Placement view:
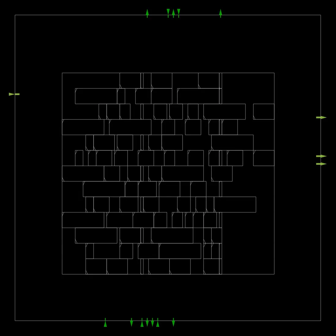
Signal wires by layer:
(10 px per um) Two of the layers only.
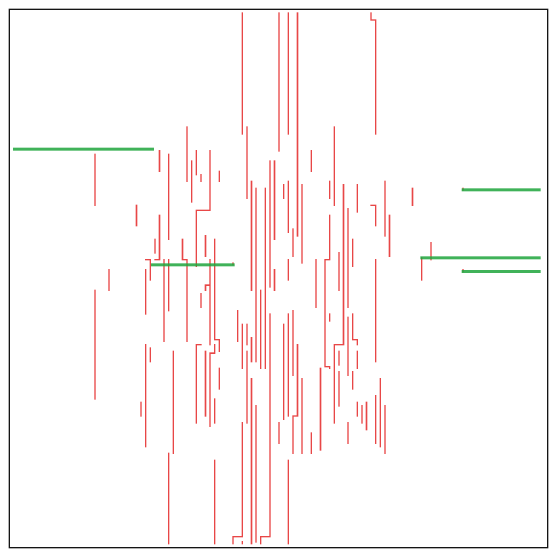
Drive-strength map:
(10 px per um)
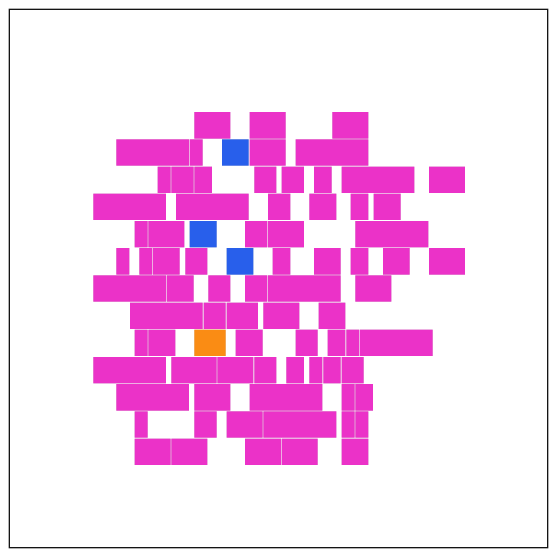
### src/rtl/shiftreg_pkg.sv
// Shared definitions for the serial word deserializer: FSM state encoding and
// the width helper for the collected-bit counter.
package shiftreg_pkg;

   typedef enum logic {
      HUNT    = 1'b0,
      COLLECT = 1'b1
   } state_t;

   // Counter must be able to represent 0..width inclusive.
   function automatic int cnt_width(input int width);
      return $clog2(width + 1);
   endfunction

endpackage

### src/rtl/word_holding_reg.sv
// One-entry valid/ready output stage. A word arriving while an unconsumed word
// is held (and not being consumed this cycle) is dropped and flagged on drop.
module word_holding_reg #(
   parameter int WIDTH = 4
) (
   input  logic             clk,
   input  logic             clear,
   input  logic             load,
   input  logic [WIDTH-1:0] load_data,
   output logic [WIDTH-1:0] dout,
   output logic             dout_valid,
   input  logic             dout_ready,
   output logic             drop
);

   logic accept;

   assign accept = load && (!dout_valid || dout_ready);
   assign drop   = load && dout_valid && !dout_ready;

   // A consume and a new load on the same edge keep dout_valid high.
   always_ff @(posedge clk) begin
      if (clear) begin
         dout       <= '0;
         dout_valid <= 1'b0;
      end else if (accept) begin
         dout       <= load_data;
         dout_valid <= 1'b1;
      end else if (dout_valid && dout_ready) begin
         dout_valid <= 1'b0;
      end
   end

endmodule

### src/rtl/serial_word_deserializer.sv
// Collects framed serial bits into WIDTH-bit words and hands them to a one-word
// holding register; frame errors and dropped words raise sticky flags.
module serial_word_deserializer
   import shiftreg_pkg::*;
#(
   parameter int WIDTH     = 4,
   parameter bit MSB_FIRST = 1'b1
) (
   input  logic                         clk,
   input  logic                         clear,
   input  logic                         sin,
   input  logic                         sin_valid,
   input  logic                         frame,
   output logic [WIDTH-1:0]             dout,
   output logic                         dout_valid,
   input  logic                         dout_ready,
   output logic [cnt_width(WIDTH)-1:0]  bit_cnt,
   output logic                         overflow,
   output logic                         frame_err
);

   localparam int CW = cnt_width(WIDTH);

   state_t           state, state_nxt;
   logic [CW-1:0]    cnt_nxt;
   logic [WIDTH-1:0] shreg, shreg_nxt, base, shifted;
   logic             word_done, frame_err_set, drop;

   always_ff @(posedge clk) begin
      if (clear) begin
         state     <= HUNT;
         bit_cnt   <= '0;
         shreg     <= '0;
         overflow  <= 1'b0;
         frame_err <= 1'b0;
      end else begin
         state   <= state_nxt;
         bit_cnt <= cnt_nxt;
         shreg   <= shreg_nxt;
         if (frame_err_set) frame_err <= 1'b1;
         if (drop)          overflow  <= 1'b1;
      end
   end

   // A framed bit always starts from an empty word, discarding any partial one.
   always_comb begin
      state_nxt     = state;
      cnt_nxt       = bit_cnt;
      shreg_nxt     = shreg;
      word_done     = 1'b0;
      frame_err_set = 1'b0;
      base          = frame ? '0 : shreg;
      if (MSB_FIRST) shifted = {base[WIDTH-2:0], sin};
      else           shifted = {sin, base[WIDTH-1:1]};

      if (sin_valid) begin
         case (state)
            HUNT: begin
               if (frame) begin
                  shreg_nxt = shifted;
                  cnt_nxt   = CW'(1);
                  state_nxt = COLLECT;
               end
            end
            COLLECT: begin
               shreg_nxt = shifted;
               if (frame) begin
                  frame_err_set = 1'b1;
                  cnt_nxt       = CW'(1);
               end else if (bit_cnt == CW'(WIDTH - 1)) begin
                  word_done = 1'b1;
                  cnt_nxt   = '0;
                  state_nxt = HUNT;
               end else begin
                  cnt_nxt = bit_cnt + CW'(1);
               end
            end
         endcase
      end
   end

   word_holding_reg #(.WIDTH(WIDTH)) u_hold (
      .clk        (clk),
      .clear      (clear),
      .load       (word_done),
      .load_data  (shifted),
      .dout       (dout),
      .dout_valid (dout_valid),
      .dout_ready (dout_ready),
      .drop       (drop)
   );

endmodule

### config.mk
export PLATFORM = sky130hd
export DESIGN_NAME = serial_word_deserializer
export DESIGN_NICKNAME = d
export VERILOG_FILES = /design/src/rtl/shiftreg_pkg.sv /design/src/rtl/word_holding_reg.sv /design/src/rtl/serial_word_deserializer.sv
export SDC_FILE = /design/constraint.sdc
export NUM_CORES = 1
export LEC_CHECK = 0
export CORE_MARGIN = 8
export CORE_UTILIZATION = 42
export CTS_BUF_LIST = sky130_fd_sc_hd__clkbuf_4 sky130_fd_sc_hd__clkbuf_8
export CTS_CLUSTER_DIAMETER = 100
export CTS_CLUSTER_SIZE = 30
export DETAILED_ROUTE_END_ITERATION = 8
export GPL_TIMING_DRIVEN = 0
export PLACE_DENSITY = 0.73
export REMOVE_ABC_BUFFERS = 1
export SLEW_MARGIN = 10
export SYNTH_ARGS = -nofsm -noshare
export SYNTH_HDL_FRONTEND = slang
export SYNTH_SLANG_ARGS = --single-unit
### constraint.sdc
create_clock -name clk -period 2.15 [get_ports clk]
set_input_delay 0.43 -clock clk [delete_from_list [all_inputs] [get_ports clk]]
set_output_delay 0.43 -clock clk [all_outputs]
set_load 0.01 [all_outputs]
==> flow_summary.ini <==
; synthesis and place-and-route metrics
[pwr]
switching_share_pct = 23.5
p_comb_mw = 0.0415
p_comb_share_pct = 9.1
p_seq_share_pct = 59.2
vdd_drop_max_mv = 0.377
clkPwrFrac_pct = 31.7
leakagePower_nw = 0.289
p_switching_mw = 0.107
p_clk_mw = 0.145

[final_layout]
sh_comb_area_pct = 37.1
final_nets = 90
seqCellArea_sq_um = 280
dominant_cells = multi-input combinational cells
clock_area_share_pct = 2.93
nonClockInverterCount = 3
fill_cells = 118
lay_top_count = clkdlybuf4s50_1
final-comb-area_sq_um = 285
clkbuf_count = 3
n_all_buffers = 15
insertedDiodeCount = 0

[setup_path]
crit_family = buffers and inverters
reg2regPathDepth = 3
cp-startpoint = bit_cnt[0]
crit_path_top_delay_cell = clkdlybuf4s50_1
crit_buf_inv = 1
worstPathRequired_ns = 1.72
start_kind = flop
r2r_slack_ns = 0.88
arrival_ns = 1.22
cpPeakStageDelay_ns = 0.57
worstPathMaxFanout = 4
critical_path.endpoint = bit_cnt[0]
crit_chain = clkdlybuf4s50_1
r2r_end = u_hold.dout[2]

[clocking]
cts.reportedPaths.clkPinSlew_ns = 0.08
cts_buffers = 3
root_buffer = clkbuf_4
cts_tree = yes
cts.sinks = 14
cts_resized = 0
ctsHoldBuffers = 0
cts_setup_buffers = 0
clk_latency_ns = 0.27

[yosys]
yosys.area_share.simple_pct = 21.0
yosys.area_share.xor_xnor_pct = 0
ys_types = 23
area_leaders = dfxtp_1 (47%), o31ai_1 (6.3%), a21oi_1 (5.9%)
edf_count = 0
yosys-stat-area_sq_um = 597
top_cell_area_share_pct = 47.0
ys_sh_mux_pct = 1.68
syn_avg_cell_area_sq_um = 9.04
synth.logic.top_family = AND-OR/OR-AND gates
fa_ha_area_share_pct = 2.10
ys_seq_share_pct = 47.0
ys_ff = 14
flop_cell = dfxtp_1
async_reset_ff_share_pct = 0
ys_cells = 66
yosysMostFrequentCell = dfxtp_1
synthCells = 66
yosys_warnings = 0

[floorplanning]
die_width_um = 53.7
floorplan.core_util_pct = 45.3
core_sq_um = 1320
dieArea_sq_um = 2880

[detailed_routing]
vias_per_cell = 5.41
postRouteAntennaNets = 0
drc = 0
dr.pass1.iters = 2
drt_iter0_markers = 10

[place]
dp_hpwl_um = 945
portBuffers = 15
place.gp.congestion = 0.740

[final_timing]
post-route-period-util_pct = 76.6
min_period_ns = 1.65
skew_ns = 0.000681
tightestPinTransition_ns = 0.488
finalSetupTns_ns = 0
max_freq_ghz = 0.607
worst_hold_slack_ns = 0.468

[global_route]
antenna_found_initial = 0
grt_pass1_vias = 514
grt_max_degree = 15

[status]
status = completed

[min_path]
whs_endpoint = u_hold.dout[1]
hold_start = u_hold.dout[1]
Back to the opening pictures, 'placement view':
Final Util: 58.3%
fin cells: 96
n_taps: 15
num rows: 13
Flops: 14

Back to the opening pictures, 'signal wires by layer':
| layer | color | wire length |
|---|---|---|
| M3 | green | 48.8 um |
| M2 | red | 661 um |
Routed WL: 1.31 mm
gr usage total: 10.3%
WL/cell: 13.7 um
via count: 519

Back to the opening pictures, 'drive-strength map':
| size | color | cells | share | most used |
|---|---|---|---|---|
| x2 | orange | 1 | 1.2% | o21ai_2 |
| x1 and smaller | magenta | 77 | 95% | clkdlybuf4s50_1 |
| x3 and x4 | blue | 3 | 3.7% | clkbuf_4 |
fin area: 768 sq um
P&R area growth vs syn: 28.7%
final worst slack: 0.502 ns

[through the flow]
| step | setup slack [ns] | area, sq um | utilization, % |
|---|---|---|---|
| finish | 0.502 | 768 | 58.3 |
| global route | 0.423 | 768 | 58.3 |
| CTS | 0.494 | 768 | 58.3 |
| detailed placement | 0.317 | 746 | 56.6 |
| global placement | 0.306 | 746 | 56.6 |
| floorplan | 1.04 | 577 | - |
[layer usage]
layer	vias up	share of wire, %	track usage [%]
li1	275	-	-
met1	238	45	12.1
met2	4	50	17.6
met3	2	3.7	3.58
met4	0	0.84	2.52
met5	-	0	0
[state kept, by name, summed over array words and instances (netlist names)]
signal	count
overflow	1
shreg	3
u_hold.dout	4
state	1
u_hold.dout_valid	1
frame_err	1
bit_cnt	3
